**config.mk**
```make
export PLATFORM = sky130hd
export DESIGN_NAME = inv_shift_rows_acc_flat
export DESIGN_NICKNAME = d
export VERILOG_FILES = /design/src/rtl/inv_shift_rows_acc_if.sv /design/src/rtl/inv_shift_rows_acc.sv /design/src/flat_wrapper.sv
export SDC_FILE = /design/constraint.sdc
export NUM_CORES = 1
export LEC_CHECK = 0
export CORE_MARGIN = 2
export CORE_UTILIZATION = 35
export DETAILED_ROUTE_END_ITERATION = 16
export HOLD_SLACK_MARGIN = 0.1
export SLEW_MARGIN = 15
export SYNTH_ARGS = -nofsm -noshare
export SYNTH_HDL_FRONTEND = slang
export SYNTH_SLANG_ARGS = --single-unit
export TNS_END_PERCENT = 50
```
**constraint.sdc**
```tcl
create_clock -name clk -period 2.3 [get_ports clk]
set_input_delay 0.46 -clock clk [delete_from_list [all_inputs] [get_ports clk]]
set_output_delay 0.46 -clock clk [all_outputs]
set_load 0.01 [all_outputs]
```
**src/rtl/inv_shift_rows_acc_if.sv**
```systemverilog
// inv_shift_rows_acc_if: byte-in / block-out stream bundle for the InvShiftRows accumulator
interface inv_shift_rows_acc_if;
  logic [7:0]   in_byte;
  logic         in_valid;
  logic         in_last;
  logic         in_ready;
  logic [127:0] out_state;
  logic         out_valid;
  logic         out_ready;
  logic         err;
  modport master (output in_byte, in_valid, in_last, out_ready,
                  input  in_ready, out_state, out_valid, err);
  modport slave  (input  in_byte, in_valid, in_last, out_ready,
                  output in_ready, out_state, out_valid, err);
endinterface

```
**src/rtl/inv_shift_rows_acc.sv**
```systemverilog
// inv_shift_rows_acc: gathers 16 column-major state bytes and presents the InvShiftRows block
module inv_shift_rows_acc (
  input  logic                 clk,
  input  logic                 rst_n,
  inv_shift_rows_acc_if.slave  bus
);
  typedef enum logic {COLLECT, FULL} state_t;
  state_t             state_q, state_d;
  logic [3:0]         cnt_q, cnt_d;
  logic [14:0][7:0]   mem_q, mem_d;
  logic [127:0]       out_q, out_d;
  logic               err_q, err_d;
  logic               live_q;
  logic               xfer;
  logic [15:0][7:0]   blk;
  logic [127:0]       shifted;
  // byte 15 is never stored: it goes straight into the output on the completing edge
  assign blk = {bus.in_byte, mem_q};
  for (genvar r = 0; r < 4; r++) begin : g_row
    for (genvar c = 0; c < 4; c++) begin : g_col
      assign shifted[127-32*c-8*r -: 8] = blk[4*((c-r+4)%4)+r];
    end
  end
  assign bus.in_ready  = live_q && state_q == COLLECT;
  assign bus.out_valid = state_q == FULL;
  assign bus.out_state = out_q;
  assign bus.err       = err_q;
  assign xfer          = bus.in_valid && bus.in_ready;
  always_comb begin
    state_d = state_q;
    cnt_d   = cnt_q;
    mem_d   = mem_q;
    out_d   = out_q;
    err_d   = 1'b0;
    if (xfer) begin
      if (cnt_q != 4'd15) mem_d[cnt_q] = bus.in_byte;
      cnt_d = cnt_q + 4'd1;
      if (cnt_q == 4'd15 && bus.in_last) begin
        state_d = FULL;
        out_d   = shifted;
      end else if (cnt_q == 4'd15 || bus.in_last) begin
        cnt_d = 4'd0;
        err_d = 1'b1;
      end
    end
    if (state_q == FULL && bus.out_ready) state_d = COLLECT;
  end
  always_ff @(posedge clk or negedge rst_n) begin
    if (!rst_n) begin
      state_q <= COLLECT;
      cnt_q   <= '0;
      mem_q   <= '0;
      out_q   <= '0;
      err_q   <= 1'b0;
      live_q  <= 1'b0;
    end else begin
      state_q <= state_d;
      cnt_q   <= cnt_d;
      mem_q   <= mem_d;
      out_q   <= out_d;
      err_q   <= err_d;
      live_q  <= 1'b1;
    end
  end
endmodule
```
**src/flat_wrapper.sv**
```systemverilog
// flat-port wrapper written by rule: the top's interface ports become plain ports
module inv_shift_rows_acc_flat 
  (clk, rst_n, bus_in_byte, bus_in_valid, bus_in_last, bus_out_ready, bus_in_ready, bus_out_state, bus_out_valid, bus_err);
  inv_shift_rows_acc_if bus_i ();
  input  logic clk;
  input  logic rst_n;
  input wire logic [$bits(bus_i.in_byte)-1:0] bus_in_byte;
  input wire logic [$bits(bus_i.in_valid)-1:0] bus_in_valid;
  input wire logic [$bits(bus_i.in_last)-1:0] bus_in_last;
  input wire logic [$bits(bus_i.out_ready)-1:0] bus_out_ready;
  output wire logic [$bits(bus_i.in_ready)-1:0] bus_in_ready;
  output wire logic [$bits(bus_i.out_state)-1:0] bus_out_state;
  output wire logic [$bits(bus_i.out_valid)-1:0] bus_out_valid;
  output wire logic [$bits(bus_i.err)-1:0] bus_err;
  assign bus_i.in_byte = bus_in_byte;
  assign bus_i.in_valid = bus_in_valid;
  assign bus_i.in_last = bus_in_last;
  assign bus_i.out_ready = bus_out_ready;
  assign bus_in_ready = bus_i.in_ready;
  assign bus_out_state = bus_i.out_state;
  assign bus_out_valid = bus_i.out_valid;
  assign bus_err = bus_i.err;
  inv_shift_rows_acc u_core (.clk(clk), .rst_n(rst_n), .bus(bus_i));
endmodule
```
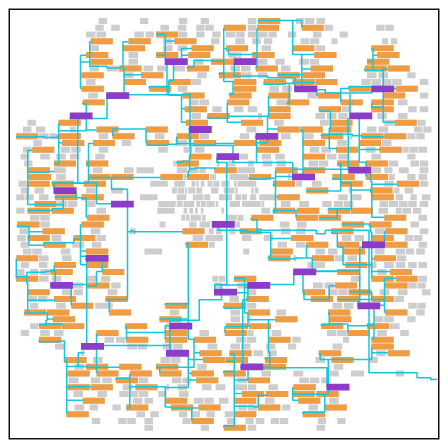
Fig. 1. Clock distribution (run 1).
- purple: clock drivers (count 27)
- orange: flip-flops (count 255)
- cyan: clock wires (length 3130 um)
- flops lie: all over the die
Clock group: 4.08 mW
part of the total power dissipated in the clock network: 38.3%
skew final: 0.0142 ns

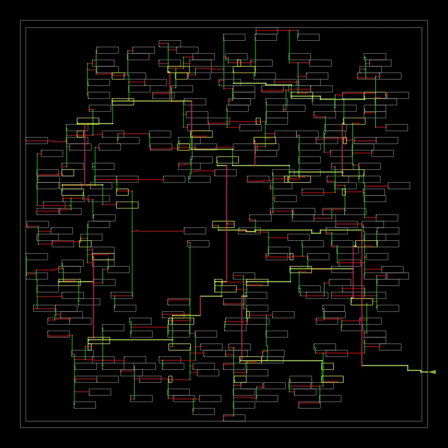
Fig. 2. Clock routing (run 1).
flip-flops: 255
clock sinks: 255
number of CTS-inserted buffers: 27
number of clock buffer instances in the layout: 44
insertion delay of the later-clocked pin in the worst-skew pair: 0.53 ns

==> commit_impl_results.txt, run 1 <==
Store results of the implementation flow

* Y dimension of the die: 172 um
- Met1 Usage GRT: a little over a fifth
* Fraction of power spent switching nets: roughly 23%
* Total chip power: 10.6 mW
- Entering global routing, the biggest net connects 66 pins.
* Detailed-routed wire length on met2: 10800 um
- Count of fill cells added during filler insertion: roughly 2500
- Share of post-route cells with drive strength above 1: 42.0%
- The routed design shows a via density per instance of 4.74.
* WP data required: 1.84 ns
* Capturing element type of the critical path: primary output
* Final setup violating endpoints: 0
* Final weighted congestion of routability-driven global placement: around 0.75
* Buffer levels on the longest clock path: 3
* Sum of net half-perimeters after detailed placement: between 10000 and 15000 um
- Post-synthesis cell area: a little under 0.01 mm^2
- TritonCTS built the clock tree.
- Run status: finished clean
* Global-route congestion overflow total: 0
* Power density over cell area: 833 mW/mm^2
* Yosys warning count: 0
- Kind of cell adding the most delay to the critical path: buffers and inverters
- Reg2Reg Depth: 7
* Clock network contribution to total cell area: roughly 6.6%
- Unrepaired setup endpoints after global routing: false
* Number of nets in the finished design: slightly below 800
* Number of buffers and inverters on the critical path: 1
- Net Count, Synth: slightly above 600
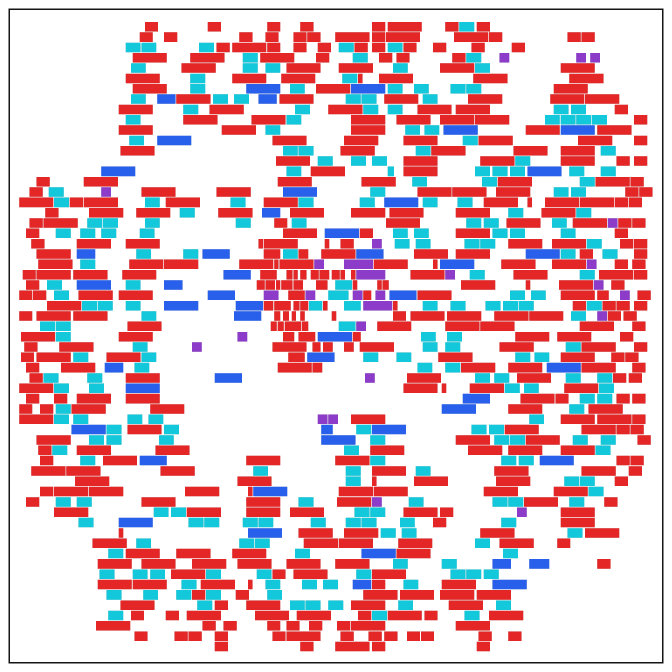
Fig. 3. Cell sizes after repair (run 1).
- red: _0 and _1 cells (cells 455; share 58%; most used dfrtp_1)
- cyan: _2 cells (cells 254; share 32%; most used mux2_2)
- purple: _3 and _4 cells (cells 27; share 3.4%; most used buf_4)
- blue: _6 and larger (cells 48; share 6.1%; most used clkbuf_16)

-- run 1: per-stage QoR --
step	cell area [um^2]	hold WS (ns)	utilization, %
after floorplan	9840	0.164	-
after detailed placement	11900	0.452	43.0
after global routing	12800	0.511	46.1
after CTS	12800	0.479	46.1
final	12800	0.496	46.1
after global placement	11900	0.447	43.0
-- run 1: synth_stat cells, drive strengths merged --
library cell  instances  area share, %
a21o                  1          0.076
and2                  1          0.064
and3                  3           0.19
and3b                 2           0.18
and4bb                1           0.13
buf                  22            1.9
clkbuf                9           0.34
conb                  1          0.038
dfrtp               255             65
ha                    7           0.89
inv                   9           0.34
mux2                248             28
nand2                 4           0.15
nand2b                1          0.064
nand3                 5           0.25
nand3b                6           0.46
nand4b                1           0.15
nor2                  1          0.038
nor3                  1           0.10
nor3b                 2           0.25
nor4                  3           0.65
nor4b                 1          0.089
o21ai                 4           0.20
or3                   2           0.13
or4                   1          0.076
-- run 1: what timing repair did --
action                                 4_1_cts  5_1_grt
setup endpoints to repair                    1        0
endpoints found under the hold margin       60        0
gates resized                                1        0
hold buffers                                 1        0
-- run 1: kinds of logic (layout without fill, tap and decap cells) --
group	after synthesis	in the layout	synth area share [%]
AND-OR/OR-AND	5	5	0.280
buffers and inverters	40	233	2.62
AND/OR/NAND/NOR	35	35	2.97
adder cells (fa/ha/maj)	7	7	0.890
other	1	2	0.0381
flip-flops	255	255	64.8
multiplexers	248	248	28.4
-- run 1: registers in the layout, summed over array words and instances, names as in the netlist --
signal / cells
u_core.bus.out_valid: 1
u_core.blk: 120
u_core.bus.out_state: 128
u_core.cnt_q: 4
u_core.bus.err: 1
u_core.live_q: 1
Fig. 4: run 1, placement by cell class
Scale bar: 50 um.
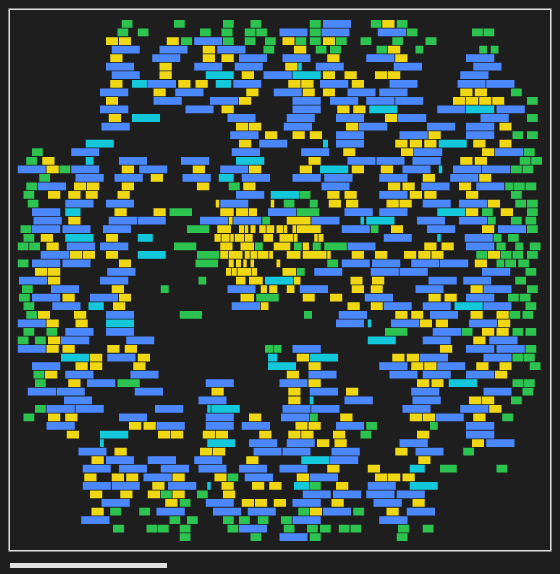

==> inputs of run 2 (changes only) <==
--- a/config.mk
+++ b/config.mk
@@ -5,10 +5,13 @@
 export SDC_FILE = /design/constraint.sdc
 export NUM_CORES = 1
 export LEC_CHECK = 0
+export CAP_MARGIN = 10
 export CORE_MARGIN = 2
-export CORE_UTILIZATION = 35
+export CORE_UTILIZATION = 50
 export DETAILED_ROUTE_END_ITERATION = 16
 export HOLD_SLACK_MARGIN = 0.1
+export PLACE_DENSITY = 0.74
+export REMOVE_ABC_BUFFERS = 1
 export SLEW_MARGIN = 15
 export SYNTH_ARGS = -nofsm -noshare
 export SYNTH_HDL_FRONTEND = slang
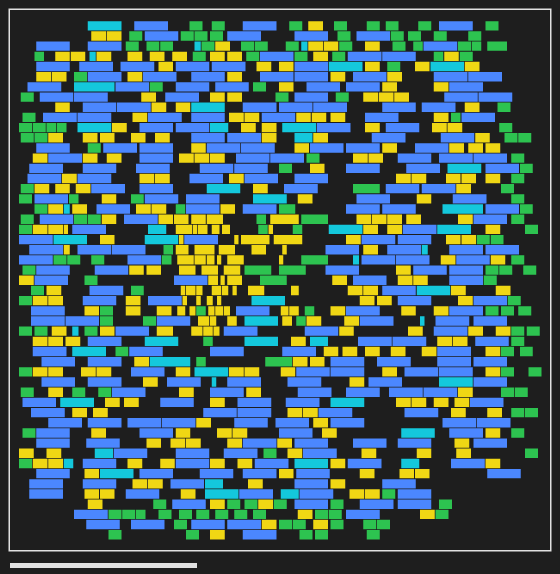
Fig. 5. Placement by cell class (run 2).
Scale bar: 50 um.
- blue: flops (cells 255; share of their area 52%)
- yellow: combinational and other logic (cells 305; share of their area 26%)
- cyan: clock drivers and dummy loads (cells 48; share of their area 7.5%)
- green: other buffers and delay cells (cells 171; share of their area 14%)

==> commit_impl_results.txt, run 2 <==
Store results of the implementation flow

* Finished layout cell area: 0.0126 mm^2 (was 0.0128 mm^2)
- The number of warnings reported in the yosys synthesis log came to 0 (unchanged).
- EDFF count, synth: 0 (unchanged)
- WP data required: 2.69 ns (was 1.84 ns)
- The remaining global-route overflow came to 0 (unchanged).
- The synthesized-area fraction occupied by ao, oa, aoi and oai cells is 0.280% (unchanged).
- Share of the synthesized area in the top cell type: 64.8% (unchanged)
- The layout net count was 779 (was 786).
- The final number of setup-violating endpoints is 0 (unchanged).
- Sum of net half-perimeters after detailed placement: 12900 um (was 14500 um)
- The clock buffer and inverter area fraction after layout came to 7.33% (was 6.58%).
* Power density over cell area: 870 mW/mm^2 (was 833 mW/mm^2)
- The cell class contributing the biggest share of worst-path delay was adder cells (was buffers and inverters).
- Top non-seq family: multiplexers (unchanged)
* Async S/R FF share, synth: 100% (unchanged)
- Multiplexer area fraction after synthesis: 28.4% (unchanged)
- The critical path capture point type is a flop (was primary output).
- The maximum number of pins on one net before global-route repair is 72 (was 66).
- The post-synthesis instance area was 0.00984 mm^2 (unchanged).
- Synthesized-area fraction occupied by xor and xnor cells: 0% (unchanged)
* Number of buffers and inverters on the critical path: 2 (was 1)
- The flip-flop count of the largest register after layout is 128 (unchanged).
* AND/OR/NAND/NOR Cells, Area Fraction: 2.97% (unchanged)
- Run status: finished clean (unchanged).
* Clock group: 4.41 mW (was 4.08 mW)
* Top FF cell, synth: dfrtp_1 (unchanged)
* Insertion delay of the later-clocked pin in the worst-skew pair: 0.52 ns (was 0.53 ns)
- The clock tree from TritonCTS was yes (unchanged).
- The most frequent cell after synthesis is dfrtp_1 (unchanged).
* Unrepaired setup endpoints after global routing: false (unchanged)
- The share of layout cells above drive strength 1 came to 42.5% (was 42.0%).
* Min Hold Slack: 0.441 ns (was 0.496 ns)
* Count of fill cells added during filler insertion: 1436 (was 2474)
- Final core area utilization: 65.1% (was 46.1%)
- Placed inst area: 0.0117 mm^2 (was 0.0119 mm^2)
- Number of CTS-inserted buffers: 26 (was 27)
- The buffer depth of the longest clock path is 3 (unchanged).
- The met1 usage is 26.8% (was 20.9%).
- Flip-flops: 255 (unchanged)
- Total chip power: 11.0 mW (was 10.6 mW)
- Commonest cells post-synth: 255 x dfrtp_1, 248 x mux2_2, 12 x buf_6 (unchanged).
- The final-layout clock buffer total was 37 (was 44).
run 2: netlist changes by cell type in the layout (fill, tap and decap cells not counted), sizes merged:
cell | before | now
clkbuf | 44 | 37
buf | 34 | 28
clkinv | 1 | 7
bufinv | 0 | 3
diode | 1 | 0
dlygate4sd2 | 1 | 0
dlymetal6s2s | 0 | 1
inv | 10 | 9
run 2: cell families after synthesis:
| logic type | after synthesis |
|---|---|
| AND-OR/OR-AND | 5 |
| flip-flops | 255 |
| AND/OR/NAND/NOR | 35 |
| adder cells (fa/ha/maj) | 7 |
| buffers and inverters | 40 |
| multiplexers | 248 |
| other | 1 |
run 2: metal layers:
metal / share of wire [%] / up-vias
met5: 0 / -
met3: 5.7 / 35
met4: 1.8 / 0
met1: 43 / 2826
li1: - / 2441
met2: 50 / 131
run 2: final timing paths:
path                       slack, ns                        start  cells after the start                               endpoint
max                             0.23  u_core.cnt_q[0]$_DFFE_PN0P_                      7    u_core.bus.out_state[3]$_DFFE_PN0P_
min in group clk                0.50  u_core.blk[108]$_DFFE_PN0P_                      1  u_core.bus.out_state[116]$_DFFE_PN0P_
min                             0.44                        rst_n                      2  u_core.bus.out_state[101]$_DFFE_PN0P_
min reg2reg                     0.50  u_core.blk[108]$_DFFE_PN0P_                      1  u_core.bus.out_state[116]$_DFFE_PN0P_
max reg2reg                     0.23  u_core.cnt_q[0]$_DFFE_PN0P_                      7    u_core.bus.out_state[3]$_DFFE_PN0P_
max in group asynchronous       1.05                        rst_n                      3  u_core.bus.out_state[119]$_DFFE_PN0P_
run 2: repair_timing:
action	4_1_cts	5_1_grt
endpoints found under the hold margin	59	0
gates resized	0	1
hold buffers	1	0
setup endpoints to repair	0	1
Power and IR drop assume default switching activity.
